run_1/layer_met2.png
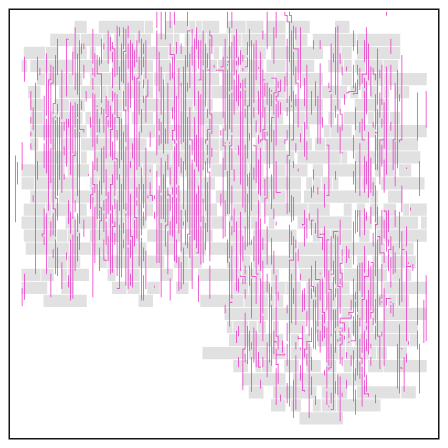
run_1/layer_met1.png
Supply wires on this layer in gray.
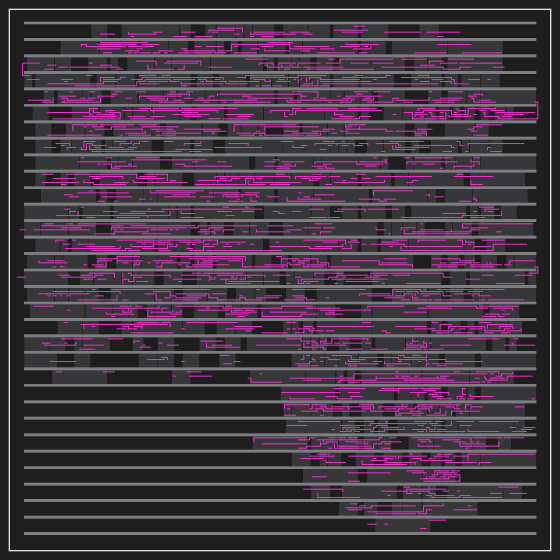
run_1/congestion.png
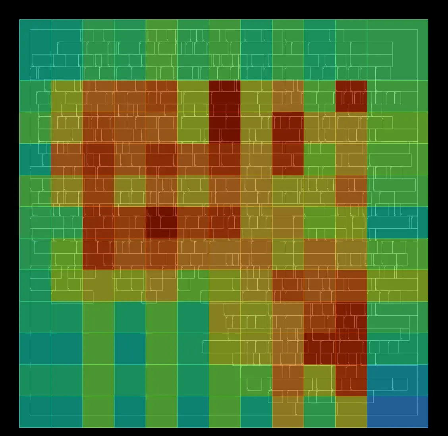
$ cat config.mk
export PLATFORM = sky130hd
export DESIGN_NAME = air_actuator_ctrl
export DESIGN_NICKNAME = d
export VERILOG_FILES = /design/src/rtl/air_pkg.sv /design/src/rtl/sec_tick_gen.sv /design/src/rtl/air_actuator_ctrl.sv
export SDC_FILE = /design/constraint.sdc
export NUM_CORES = 1
export LEC_CHECK = 0
export CAP_MARGIN = 25
export CORE_MARGIN = 2
export CORE_UTILIZATION = 50
export CTS_CLUSTER_DIAMETER = 30
export DETAILED_ROUTE_END_ITERATION = 10
export GPL_TIMING_DRIVEN = 0
export PLACE_DENSITY = 0.82
export SLEW_MARGIN = 20
export SYNTH_ARGS = -nofsm -noshare
export SYNTH_HDL_FRONTEND = slang
export SYNTH_HIERARCHICAL = 1
export SYNTH_SLANG_ARGS = --single-unit
export TNS_END_PERCENT = 100
$ cat constraint.sdc
create_clock -name clk -period 2.4 [get_ports clk]
set_clock_uncertainty 0.05 [all_clocks]
set_input_delay 0.72 -clock clk [delete_from_list [all_inputs] [get_ports clk]]
set_output_delay 0.72 -clock clk [all_outputs]
set_load 0.1 [all_outputs]
$ cat src/rtl/air_pkg.sv
// ---------------------------------------------------------------------------
// air_pkg : shared mode / actuator-state / manual-command encodings and fan duty map.
// Rev 1.0
// ---------------------------------------------------------------------------
`default_nettype none

package air_pkg;

   typedef enum logic [1:0] {
      AIR_MANUAL = 2'b00,
      AIR_AUTO   = 2'b01,
      STOPPED    = 2'b10,
      SET_TEM    = 2'b11
   } air_mode_e;

   typedef enum logic [1:0] {
      IDLE    = 2'b00,
      COOL    = 2'b01,
      HEAT    = 2'b10,
      LOCKOUT = 2'b11
   } act_state_e;

   typedef enum logic [1:0] {
      CMD_OFF     = 2'b00,
      CMD_COOL    = 2'b01,
      CMD_HEAT    = 2'b10,
      CMD_OFF_ALT = 2'b11
   } manual_cmd_e;

   localparam logic [7:0] SEC_MAX  = 8'd255;
   localparam logic [4:0] DUTY_LV1 = 5'd4;
   localparam logic [4:0] DUTY_LV2 = 5'd8;
   localparam logic [4:0] DUTY_LV3 = 5'd16;

   // Duty out of 16; 16 against a 4-bit counter gives a steady high.
   function automatic logic [4:0] fan_duty(input logic active, input logic [7:0] err);
      logic [4:0] duty;
      duty = 5'd0;
      if (active) begin
         if (err <= 8'd1)      duty = DUTY_LV1;
         else if (err <= 8'd3) duty = DUTY_LV2;
         else                  duty = DUTY_LV3;
      end
      return duty;
   endfunction

endpackage

`default_nettype wire

$ cat src/rtl/sec_tick_gen.sv
// ---------------------------------------------------------------------------
// sec_tick_gen : free-running prescaler producing a 1-cycle pulse every TICK_DIV clocks.
// Rev 1.0
// ---------------------------------------------------------------------------
`default_nettype none

module sec_tick_gen #(
   parameter int unsigned TICK_DIV = 100_000_000
) (
   input  logic clk,
   input  logic reset,
   output logic tick
);

   localparam int unsigned      CNT_W = (TICK_DIV > 1) ? $clog2(TICK_DIV) : 1;
   localparam logic [CNT_W-1:0] LAST  = CNT_W'(TICK_DIV - 1);

   logic [CNT_W-1:0] presc_q;
   logic [CNT_W-1:0] presc_d;

   assign tick    = (presc_q == LAST);
   assign presc_d = tick ? '0 : presc_q + CNT_W'(1);

   always_ff @(posedge clk or posedge reset) begin
      if (reset) presc_q <= '0;
      else       presc_q <= presc_d;
   end

endmodule

`default_nettype wire

$ cat src/rtl/air_actuator_ctrl.sv
// ---------------------------------------------------------------------------
// air_actuator_ctrl : cooler/heater FSM with hysteresis, min on/off protection and fan PWM.
// Rev 1.0
// ---------------------------------------------------------------------------
`default_nettype none

module air_actuator_ctrl
   import air_pkg::*;
#(
   parameter int unsigned TICK_DIV = 100_000_000,
   parameter int unsigned HYST     = 2,
   parameter int unsigned MIN_ON   = 30,
   parameter int unsigned MIN_OFF  = 10
) (
   input  logic       clk,
   input  logic       reset,
   input  logic [7:0] tem_reg,
   input  logic [7:0] set_tem,
   input  logic [1:0] air_state,
   input  logic [1:0] manual_cmd,
   output logic       cool_on,
   output logic       heat_on,
   output logic       fan_pwm,
   output logic [1:0] act_state
);

   localparam logic [8:0] HYST_9    = 9'(HYST);
   localparam logic [7:0] MIN_ON_8  = 8'(MIN_ON);
   localparam logic [7:0] MIN_OFF_8 = 8'(MIN_OFF);

   act_state_e state_q, state_d;
   logic [7:0] sec_cnt_q, sec_cnt_d;
   logic [3:0] pwm_cnt_q;
   logic [4:0] duty_q;
   logic       tick;

   logic [8:0] tem_9, set_9;
   logic [7:0] err;
   logic       too_warm, too_cold, min_on_met, min_off_met;

   sec_tick_gen #(
      .TICK_DIV (TICK_DIV)
   ) u_sec_tick_gen (
      .clk   (clk),
      .reset (reset),
      .tick  (tick)
   );

   // 9-bit compare keeps set/tem near 255 from wrapping into a false demand.
   assign tem_9       = {1'b0, tem_reg};
   assign set_9       = {1'b0, set_tem};
   assign too_warm    = (tem_9 >= set_9 + HYST_9);
   assign too_cold    = (tem_9 + HYST_9 <= set_9);
   assign min_on_met  = (sec_cnt_q >= MIN_ON_8);
   assign min_off_met = (sec_cnt_q >= MIN_OFF_8);
   assign err         = (tem_reg >= set_tem) ? (tem_reg - set_tem) : (set_tem - tem_reg);

   always_comb begin
      state_d = state_q;
      case (state_q)
         IDLE: begin
            case (air_state)
               AIR_AUTO: begin
                  if (too_warm)      state_d = COOL;
                  else if (too_cold) state_d = HEAT;
               end
               AIR_MANUAL: begin
                  if (manual_cmd == CMD_COOL)      state_d = COOL;
                  else if (manual_cmd == CMD_HEAT) state_d = HEAT;
               end
               default: ;
            endcase
         end
         COOL: begin
            case (air_state)
               STOPPED:    state_d = LOCKOUT;
               AIR_AUTO:   if ((tem_reg <= set_tem) && min_on_met) state_d = LOCKOUT;
               AIR_MANUAL: if ((manual_cmd != CMD_COOL) && min_on_met) state_d = LOCKOUT;
               default: ;
            endcase
         end
         HEAT: begin
            case (air_state)
               STOPPED:    state_d = LOCKOUT;
               AIR_AUTO:   if ((tem_reg >= set_tem) && min_on_met) state_d = LOCKOUT;
               AIR_MANUAL: if ((manual_cmd != CMD_HEAT) && min_on_met) state_d = LOCKOUT;
               default: ;
            endcase
         end
         LOCKOUT: if (min_off_met) state_d = IDLE;
         default: state_d = LOCKOUT;
      endcase
   end

   // A tick landing on a state change is dropped so every residency starts at 0.
   always_comb begin
      sec_cnt_d = sec_cnt_q;
      if (state_d != state_q)                      sec_cnt_d = '0;
      else if (tick && (sec_cnt_q != SEC_MAX))     sec_cnt_d = sec_cnt_q + 8'd1;
   end

   always_ff @(posedge clk or posedge reset) begin
      if (reset) begin
         state_q   <= LOCKOUT;
         sec_cnt_q <= '0;
      end else begin
         state_q   <= state_d;
         sec_cnt_q <= sec_cnt_d;
      end
   end

   always_ff @(posedge clk or posedge reset) begin
      if (reset) begin
         pwm_cnt_q <= '0;
         duty_q    <= '0;
      end else begin
         pwm_cnt_q <= pwm_cnt_q + 4'd1;
         duty_q    <= fan_duty((state_q == COOL) || (state_q == HEAT), err);
      end
   end

   assign fan_pwm   = ({1'b0, pwm_cnt_q} < duty_q);
   assign cool_on   = (state_q == COOL);
   assign heat_on   = (state_q == HEAT);
   assign act_state = state_q;

endmodule

`default_nettype wire

==> ci_impl_report.md, run 1 <==
## PnR job results

| Metric | Value |
|---|---|
| Most frequent cells after synthesis | `sky130_fd_sc_hd__dfrtp_1 (42), sky130_fd_sc_hd__ha_1 (40), sky130_fd_sc_hd__inv_1 (32), sky130_fd_sc_hd__xnor2_1 (32), sky130_fd_sc_hd__a21oi_1 (25)` |
| Biggest Area Class | `logic gates` |
| Maximum ir drop on the vdd rail | `0.000249 V` |
| Yosys aoi share | `0.153` |
| Cell type contributing the most total cell area after synthesis | `sky130_fd_sc_hd__dfrtp_1` |
| Cells on worst reg2reg path | `9` |
| Die height | `89.2 um` |
| Sequential share of cell area | `0.228` |
| Final Hold Viols | `0` |
| Register ranked first by flip-flop count | `u_sec_tick_gen/presc_q` |
| Mux share of post-synthesis cell area | `0.0131` |
| Grt ovf | `0` |
| Most frequently used cell type in the post-synthesis netlist | `sky130_fd_sc_hd__dfrtp_1` |
| Wire length of the first global-routing pass | `13.7 mm` |
| Arrival time reported for the critical path endpoint | `3150 ps` |
| Met3 wirelength from detailed routing | `263 um` |
| Largest net degree at the start of global routing | `28` |
| Dpl cell area | `4190 um2` |
| Worst-case setup margin in the final layout | `-610 ps` |
| Drt first-iter violations | `193` |
| Register clock-pin slew on the reported worst setup and hold paths | `80 ps` |
| Status | `complete, but fails checks` |
| Fin nets | `530` |
| RSZ-0062 raised after global routing | `yes` |
| Post-place setup slack | `-1710 ps` |
| Avg Inst Size Synth | `9.00 um2` |
| Basic Gates by Area | `0.236` |
| Post-route met1 wirelength | `3.87 mm` |
| Worst hold start | `pwm_cnt_q[0]` |
| Top cells by area | `sky130_fd_sc_hd__dfrtp_1 (29%), sky130_fd_sc_hd__ha_1 (14%), sky130_fd_sc_hd__xnor2_1 (7.7%)` |
| Cell Int Power | `1.61 mW` |
| Total number of H-tree levels | `2` |
| Iteration tally of the first detailed-router pass | `4` |
| Category of the critical setup timing path | `input port to flip-flop` |
| Final Power | `2.83 mW` |
| Max Buffers Root-to-Sink | `2` |
| Switching part of the total | `0.432` |
| Max FFs per register | `27` |
| Failing checks | `negative setup slack` |
| Worst min-delay path category | `flip-flop to flip-flop` |
| Required arrival time at the worst endpoint | `2540 ps` |
| Standard cell with the maximum stage delay on the critical path | `sky130_fd_sc_hd__a311oi_2` |
| Number of endpoints failing setup at the final stage | `13` |
| Share of final-layout standard cells stronger than drive strength 1 | `0.298` |
| Register-to-register setup slack | `-420 ps` |
About layer_met2.png:
The wires run mostly vertical. The longest straight run is 39.8 um.

About layer_met1.png:
The layer holds 41% of the routed length. The wires run mostly horizontal. 485 nets have wire on it. The longest straight run is 22.0 um. The layer carries 3870 um of wire.

About congestion.png:
gr busiest metal: met2
Finished Core Util: 0.680
met2 Use GR: 0.380
Total Routing Usage GR: 0.217
met3 track demand over resource in global routing: 0.0268

==> run 1: power by group through the flow <==
stage / registers [mW] / clock network [mW] / logic [mW]
after floorplan: 0.960 / 0 / 0.860
after global placement: 0.843 / 0 / 1.21
after detailed placement: 0.844 / 0 / 1.23
after CTS: 0.830 / 0.492 / 1.32
after global routing: 0.837 / 0.517 / 1.61
final: 0.832 / 0.481 / 1.52
==> run 1: timing repair <==
| item | CTS | global route |
|---|---|---|
| buffers inserted | 17 | 16 |
| setup endpoints to repair | 18 | 14 |
| pin swaps | 21 | 29 |
| endpoints found under the hold margin | 0 | 0 |
| gates resized | 122 | 53 |
==> run 1: per-layer routing <==
layer	up-vias	global-route usage
met5	-	0
met2	73	0.380
met1	1629	0.266
met3	23	0.0268
met4	0	0.0977
li1	1590	-
--- run 2 (diff from run 1) ---
--- a/config.mk
+++ b/config.mk
@@ -16,5 +16,4 @@
 export SYNTH_ARGS = -nofsm -noshare
 export SYNTH_HDL_FRONTEND = slang
-export SYNTH_HIERARCHICAL = 1
 export SYNTH_SLANG_ARGS = --single-unit
 export TNS_END_PERCENT = 100
==> constraint.sdc (replaced) <==
create_clock -name clk -period 2.4 [get_ports clk]
set_clock_uncertainty 0.05 [all_clocks]
set_input_delay 0.48 -clock clk [delete_from_list [all_inputs] [get_ports clk]]
set_output_delay 0.48 -clock clk [all_outputs]
set_load 0.1 [all_outputs]
run_2/layer_met2.png
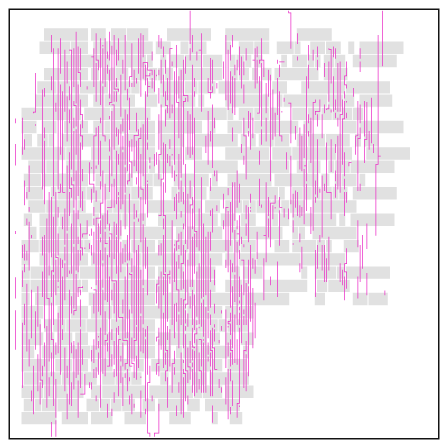
The longest straight run is 30.3 um. The wires run mostly vertical. 452 nets have wire on it. The layer carries 4530 um of wire. The layer holds 50% of the routed length.

run_2/layer_met1.png
Supply wires on this layer in gray.
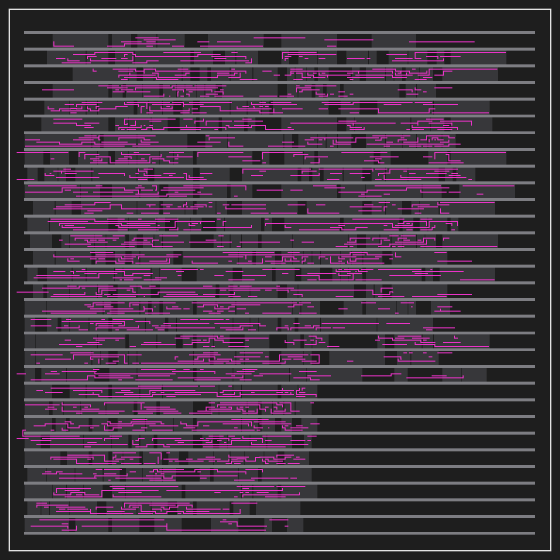
The layer carries 3900 um of wire. 455 nets have wire on it.

run_2/flops_by_reg.png
Other sequential cells in the stronger gray, the rest of the logic in the fainter gray.
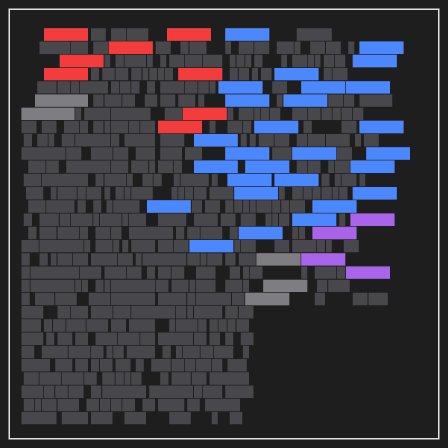
Key: red = `sec_cnt_q` [placed flops 8]; purple = `pwm_cnt_q` [placed flops 4, where east]; blue = `u_sec_tick_gen.presc_q` [placed flops 27]
Another 5 sequential cells are not colored.
area taken by flip-flops and latches: 1110 um2
power of the sequential group: 0.834 mW
Finished Core Util: 0.682

==> run 2 against run 1 <==
Compared with the run above: the flow still finishes with violations (negative setup slack); critical path type unchanged; critical path depth is 2 higher; maximum frequency increased by 5.6%; non-clock buffer count decreased by 13; critical endpoint is now sec_cnt_q[3].
==> ci_impl_report.md, run 2 <==
## PnR job results

| Metric | Value |
|---|---|
| Status | `complete, but fails checks (unchanged)` |
| Failing checks | `negative setup slack (unchanged)` |
| Avg Inst Size Synth | `9.21 um2 (was 9.00 um2)` |
| Sequential share of cell area | `0.240 (was 0.228)` |
| Register ranked first by flip-flop count | `u_sec_tick_gen.presc_q (was u_sec_tick_gen/presc_q)` |
| Grt ovf | `0 (unchanged)` |
| Register clock-pin slew on the reported worst setup and hold paths | `80 ps (about the same)` |
| Worst-case setup margin in the final layout | `-450 ps (was -610 ps)` |
| Most frequent cells after synthesis | `sky130_fd_sc_hd__dfrtp_1 (42), sky130_fd_sc_hd__ha_1 (40), sky130_fd_sc_hd__inv_1 (32) (was sky130_fd_sc_hd__dfrtp_1 (42), sky130_fd_sc_hd__ha_1 (40), sky130_fd_sc_hd__inv_1 (32), sky130_fd_sc_hd__xnor2_1 (32), sky130_fd_sc_hd__a21oi_1 (25))` |
| Category of the critical setup timing path | `input port to flip-flop (unchanged)` |
| Basic Gates by Area | `0.207 (was 0.236)` |
| Worst hold start | `pwm_cnt_q[0] (unchanged)` |
| Final Hold Viols | `0 (unchanged)` |
| Largest net degree at the start of global routing | `27 (was 28)` |
| Cells on worst reg2reg path | `7 (was 9)` |
| Arrival time reported for the critical path endpoint | `3020 ps (was 3150 ps)` |
| Cell Int Power | `1.69 mW (was 1.61 mW)` |
| Worst min-delay path category | `flip-flop to flip-flop (unchanged)` |
| Fin nets | `504 (was 530)` |
| Final Power | `3.02 mW (was 2.83 mW)` |
| RSZ-0062 raised after global routing | `yes (unchanged)` |
| Switching part of the total | `0.440 (was 0.432)` |
| Standard cell with the maximum stage delay on the critical path | `sky130_fd_sc_hd__a221o_2 (was sky130_fd_sc_hd__a311oi_2)` |
| Share of final-layout standard cells stronger than drive strength 1 | `0.279 (was 0.298)` |
| Die height | `88.0 um (was 89.2 um)` |
| Wire length of the first global-routing pass | `14.1 mm (was 13.7 mm)` |
| Max Buffers Root-to-Sink | `2 (unchanged)` |
| Yosys aoi share | `0.154 (was 0.153)` |
| Required arrival time at the worst endpoint | `2570 ps (was 2540 ps)` |
| Post-place setup slack | `-1410 ps (was -1710 ps)` |
| Total number of H-tree levels | `2 (unchanged)` |
| Register-to-register setup slack | `-180 ps (was -420 ps)` |
| Reported clock group power | `0.480 mW (was 0.481 mW)` |
| Comb power | `1.70 mW (was 1.52 mW)` |
| Iteration tally of the first detailed-router pass | `4 (unchanged)` |
| Cell type contributing the most total cell area after synthesis | `sky130_fd_sc_hd__dfrtp_1 (unchanged)` |
| Max FFs per register | `27 (unchanged)` |
| Number of endpoints failing setup at the final stage | `13 (unchanged)` |
## run 2: cell types whose count changed after synthesis, moves of 5 or more
cell                      delta
sky130_fd_sc_hd__nand4_1     -6
sky130_fd_sc_hd__a21oi_1     -5
sky130_fd_sc_hd__xor2_1      +8
sky130_fd_sc_hd__nor2_1      +6
sky130_fd_sc_hd__and2_1     -10
## run 2: timing repair
action / 4_1_cts / 5_1_grt
resized: 105 / 63
endpoints found under the setup margin: 18 / 17
hold buffers: 0 / 0
pin swaps: 30 / 28
buffers inserted: 16 / 7
## run 2: routing by layer
layer | track usage | part of all wire
met5 | 0 | 0
met4 | 0.0811 | 0.026
met3 | 0.0377 | 0.042
met2 | 0.392 | 0.50
met1 | 0.293 | 0.43
Power and IR drop assume default switching activity.
